==> config.mk <==
export PLATFORM = sky130hd
export DESIGN_NAME = line_sched
export DESIGN_NICKNAME = d
export VERILOG_FILES = /design/src/rtl/line_pkg.sv /design/src/rtl/line_cmd_fifo.sv /design/src/rtl/line_sched.sv
export SDC_FILE = /design/constraint.sdc
export NUM_CORES = 1
export LEC_CHECK = 0
export ABC_AREA = 1
export CORE_AREA = 2 2 138 140
export CTS_CLUSTER_SIZE = 20
export DETAILED_ROUTE_END_ITERATION = 10
export DIE_AREA = 0 0 140 142
export PLACE_DENSITY = 0.79
export REMOVE_ABC_BUFFERS = 1
export SETUP_SLACK_MARGIN = 0.15
export SYNTH_ARGS = -nofsm -noshare
export SYNTH_HDL_FRONTEND = slang
export SYNTH_SLANG_ARGS = --single-unit
==> constraint.sdc <==
create_clock -name clk -period 4.5 [get_ports clk]
set_input_delay 0.9 -clock clk [delete_from_list [all_inputs] [get_ports clk]]
set_output_delay 0.9 -clock clk [all_outputs]
set_load 0.01 [all_outputs]
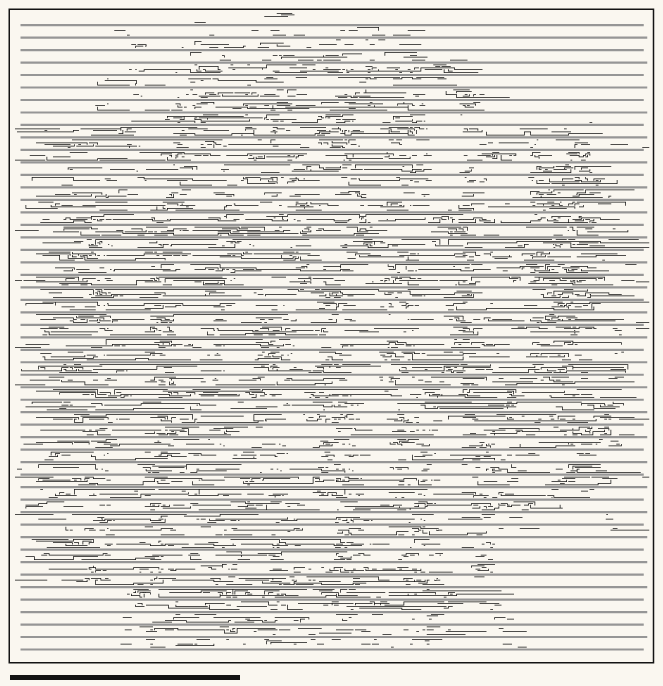
(images/layer_met1.png)
The bar under the picture is 50 um long. Supply wires on this layer in gray.
nets with wire on the layer: 1040
longest straight run: 58.4 um
grt met1 use: 0.2985
Total Wirelength: 21390 um
DR vias: 6974

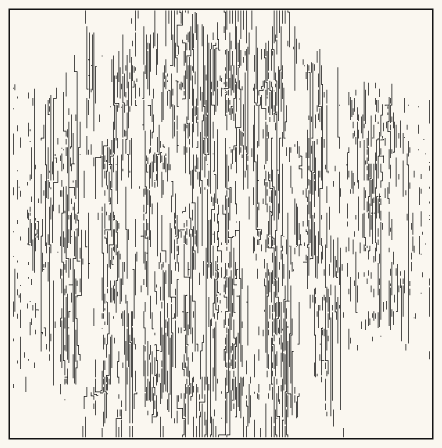
(images/layer_met2.png)
nets with wire on the layer: 907
longest straight run: 60.9 um
main direction: vertical
GR Util met2: 0.3619

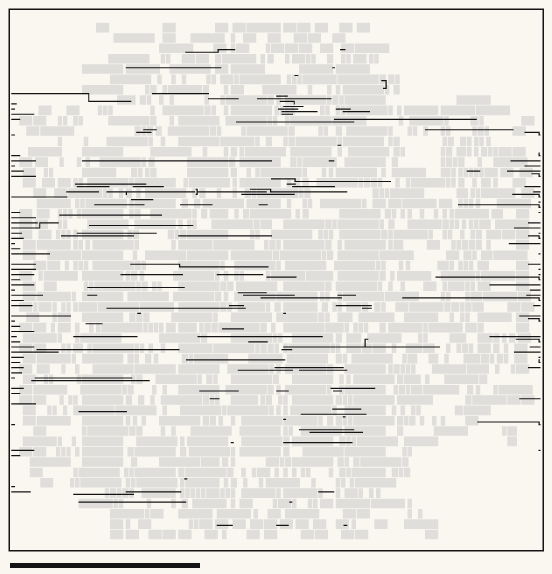
(images/layer_met3.png)
The bar under the picture is 50 um long.
wire length on this layer: 1740 um
share of all routed wire: 8.1%
main direction: horizontal
nets with wire on the layer: 143
longest straight run: 49.7 um
grt met3 use: 0.03331

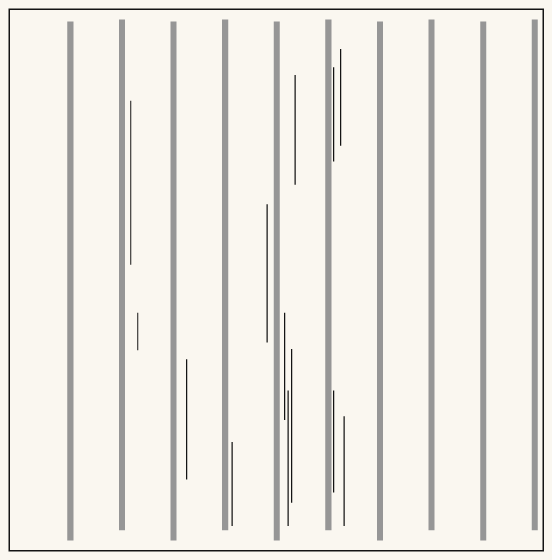
(images/layer_met4.png)
Supply wires on this layer in gray.
nets with wire on the layer: 11
share of all routed wire: 1.8%
longest straight run: 42.8 um
wire length on this layer: 378 um

==> results.toml <==
# generated from flow reports
[cells_and_area]
postLayoutCellArea_um2 = 12240
area_growth_pct = 25.40
diodes = 0
final_util = 0.6635
layout.nets = 1173
final_cell_count_no_fill = 1328
largest_reg_flops = 168
final_layout_size_suffix_gt1_frac = 0.05850

[clock_tree]
cts_post_setup_buffers_inserted = 0
clk_latency_ns = 0.50
clk_root_buffer_cell = "sky130_fd_sc_hd__clkbuf_16"
cts.htree.levels = 1
tritoncts = "yes"
cts.sinks = 236
ctsResizeCount = 0
clock_transition_at_path_regs_ns = 0.06
cts_inserted_buffers = 23
post_cts_hold_buffer_count = 0
clock_tree.buffer_depth = 3

[detailed_routing]
detailroute.wirelength.met3_um = 1738
top_signal_layer_used = "met4"
detail_route.first_pass.iterations = 8
route.layer.met1.wl_um = 8965
drt_iter0_markers = 578
vias_per_cell = 5.252
route.antenna.remaining_nets = 0
drc_errors = 11
routed_wire_length_per_instance_um = 16.10
wl_met2_um = 10300

[placement]
dp_cells = 1286
detailedPlacementHpwl_um = 12870
post-place-ws_ns = 0.8540
numPortBuffers = 154
gp_congestion = 0.7938
placed_cell_area_um2 = 11520

[critical_path]
reg2reg_setup_slack_ns = 1.83
critical_path.cell_chain = "clkdlybuf4s50_1 -> nor2_1 -> nand2_1 -> nor2_4 -> clkdlybuf4s50_1"
cp_data_required_time_ns = 3.60
cell_count_of_the_worst_reg_to_reg_path = 7
critPathMaxStageDelay_ns = 0.62
worstPathBufferInverterCount = 2
cp_num_cells = 5
path_common_cell = "sky130_fd_sc_hd__clkdlybuf4s50_1"
timing.critical_path.max_delay_family = "buffers and inverters"
critical_path.slowest_cell = "sky130_fd_sc_hd__clkdlybuf4s50_1"
crit_arrival_ns = 2.64
timing.critical_path.from_type = "primary input"
kind_of_capture_point_of_the_worst_setup_path = "primary output"
worstSetupPathType = "primary input to primary output"
crit_path_max_fanout = 9

[global_route]
first_global_vias = 6847
gr-usage-all-layers = 0.2166
maximum_number_of_pins_on_one_net_before_global_route_repair = 86
grt_pass1_wl_um = 34280
grt_antenna_before_repair = 0
gr-total-overflow = 0
grt_busiest_layer = "met2"

[logic_synthesis]
ys_seq_frac = 0.6911
post_synth_mux_area_share = 0
netlist_top_cells_area = "sky130_fd_sc_hd__edfxtp_1, sky130_fd_sc_hd__dfrtp_1, sky130_fd_sc_hd__nand2_1"
top_area_cell = "sky130_fd_sc_hd__edfxtp_1"
ys_warn_count = 0
postSynth.asyncResetShare = 0.2881
post_synthesis_compound_gate_area_fraction = 0.06984
synth.avg_cell_area_um2 = 10.48
yosys-stat-cells = 932
yosysUniqueCellTypes = 29
simple_gate_share = 0.1863
yosys.stat.chipArea_um2 = 9764
netlist_top_cells_count = "sky130_fd_sc_hd__nand2_1, sky130_fd_sc_hd__edfxtp_1, sky130_fd_sc_hd__nor2_1"
synth_xor_xnor_area_share = 0.008970
post-synth-top-count-cell = "sky130_fd_sc_hd__nand2_1"
synthTopLogicFamily = "simple AND/OR/NAND/NOR gates"
adder_share = 0.008457
enable_flop_cells = 168
syn-instance-count = 932
netlist_area_before_placement_um2 = 9764
ys_dominant_reg_cell = "sky130_fd_sc_hd__edfxtp_1"
postSynthRegisterBits = 236
synth_largest_type_area_fraction = 0.5167

[hold_path]
min_delay_path_depth = 2
hp-class = "register to register"

[sta]
setup_total_negative_slack_ns = 0
final_period_minus_worst_setup_slack_ns = 3.540
layout_setup_ws_ns = 0.9601
min_period_over_period = 0.7866
rsz0062_at_grt = "false"
hold-worst-slack_ns = 0.4694
slew_headroom = 0.3897
finalClockSkew_ns = 0.01212
setup_viol_count_final = 0
tightest_slew_ns = 0.9141
max_freq_mhz = 282.5
hold_violations = 0
timing_max_transition_violations_final = 0

[floorplanning]
fp-row-count = 50
core_area_um2 = 18460
die_y_extent_um = 142
floorplan.core_util = 0.5291
die_width_um = 140
pin_count = 155
die_area_um2 = 19880

[run]
number_of_max_cap_violations = 0
count_of_tool_warnings = 25

[outcome]
failed_checks = "DRC"
outcome = "complete, but fails checks"

[pwr]
finalPower_mw = 4.445
power.density_nw_per_um2 = 363.1
power.ir.vdd_worst_mv = 0.3242
power.static_leakage_nw = 4.946
## placed cells by master (no fill, tap or decap), types with 2 or more instances in the layout
master                            instances
sky130_fd_sc_hd__nor2_1                 145
sky130_fd_sc_hd__inv_2                    4
sky130_fd_sc_hd__xor2_1                   4
sky130_fd_sc_hd__nand3_1                 12
sky130_fd_sc_hd__a21oi_1                  3
sky130_fd_sc_hd__o21ai_1                 16
sky130_fd_sc_hd__nor2_2                   2
sky130_fd_sc_hd__dfrtp_1                 65
sky130_fd_sc_hd__o21ai_0                114
sky130_fd_sc_hd__nor3_1                   4
sky130_fd_sc_hd__nor2_4                   6
sky130_fd_sc_hd__clkbuf_16               23
sky130_fd_sc_hd__ha_1                     5
sky130_fd_sc_hd__buf_4                    8
sky130_fd_sc_hd__nand2_1                292
sky130_fd_sc_hd__clkbuf_1                 7
sky130_fd_sc_hd__buf_12                   3
sky130_fd_sc_hd__clkdlybuf4s50_1        153
sky130_fd_sc_hd__nand4_1                  2
sky130_fd_sc_hd__edfxtp_1               168
sky130_fd_sc_hd__clkbuf_8                 6
sky130_fd_sc_hd__clkinv_2                 4
sky130_fd_sc_hd__xnor2_1                  6
sky130_fd_sc_hd__dfrtp_2                  2
sky130_fd_sc_hd__inv_1                   29
## cell type report
type | count | area [um^2]
Timing Repair Buffer | 164 | 1652
Fill cell | 1329 | 6211
Sequential cell | 236 | 6750
Tap cell | 234 | 292.8
Clock inverter | 6 | 36.28
Multi-Input combinational cell | 618 | 2701
Inverter | 34 | 127.6
Clock buffer | 36 | 684.4
## power by group
part           internal, mW  total [mW]  leakage [nW]  switching (mW)
registers              2.39        2.40          2.44         0.00944
clock network          1.05        1.81         0.355           0.763
logic                 0.106       0.241          2.15           0.135
total                  3.54        4.45          4.95           0.908
No activity file was given, so power comes from the tool's default toggle rates.
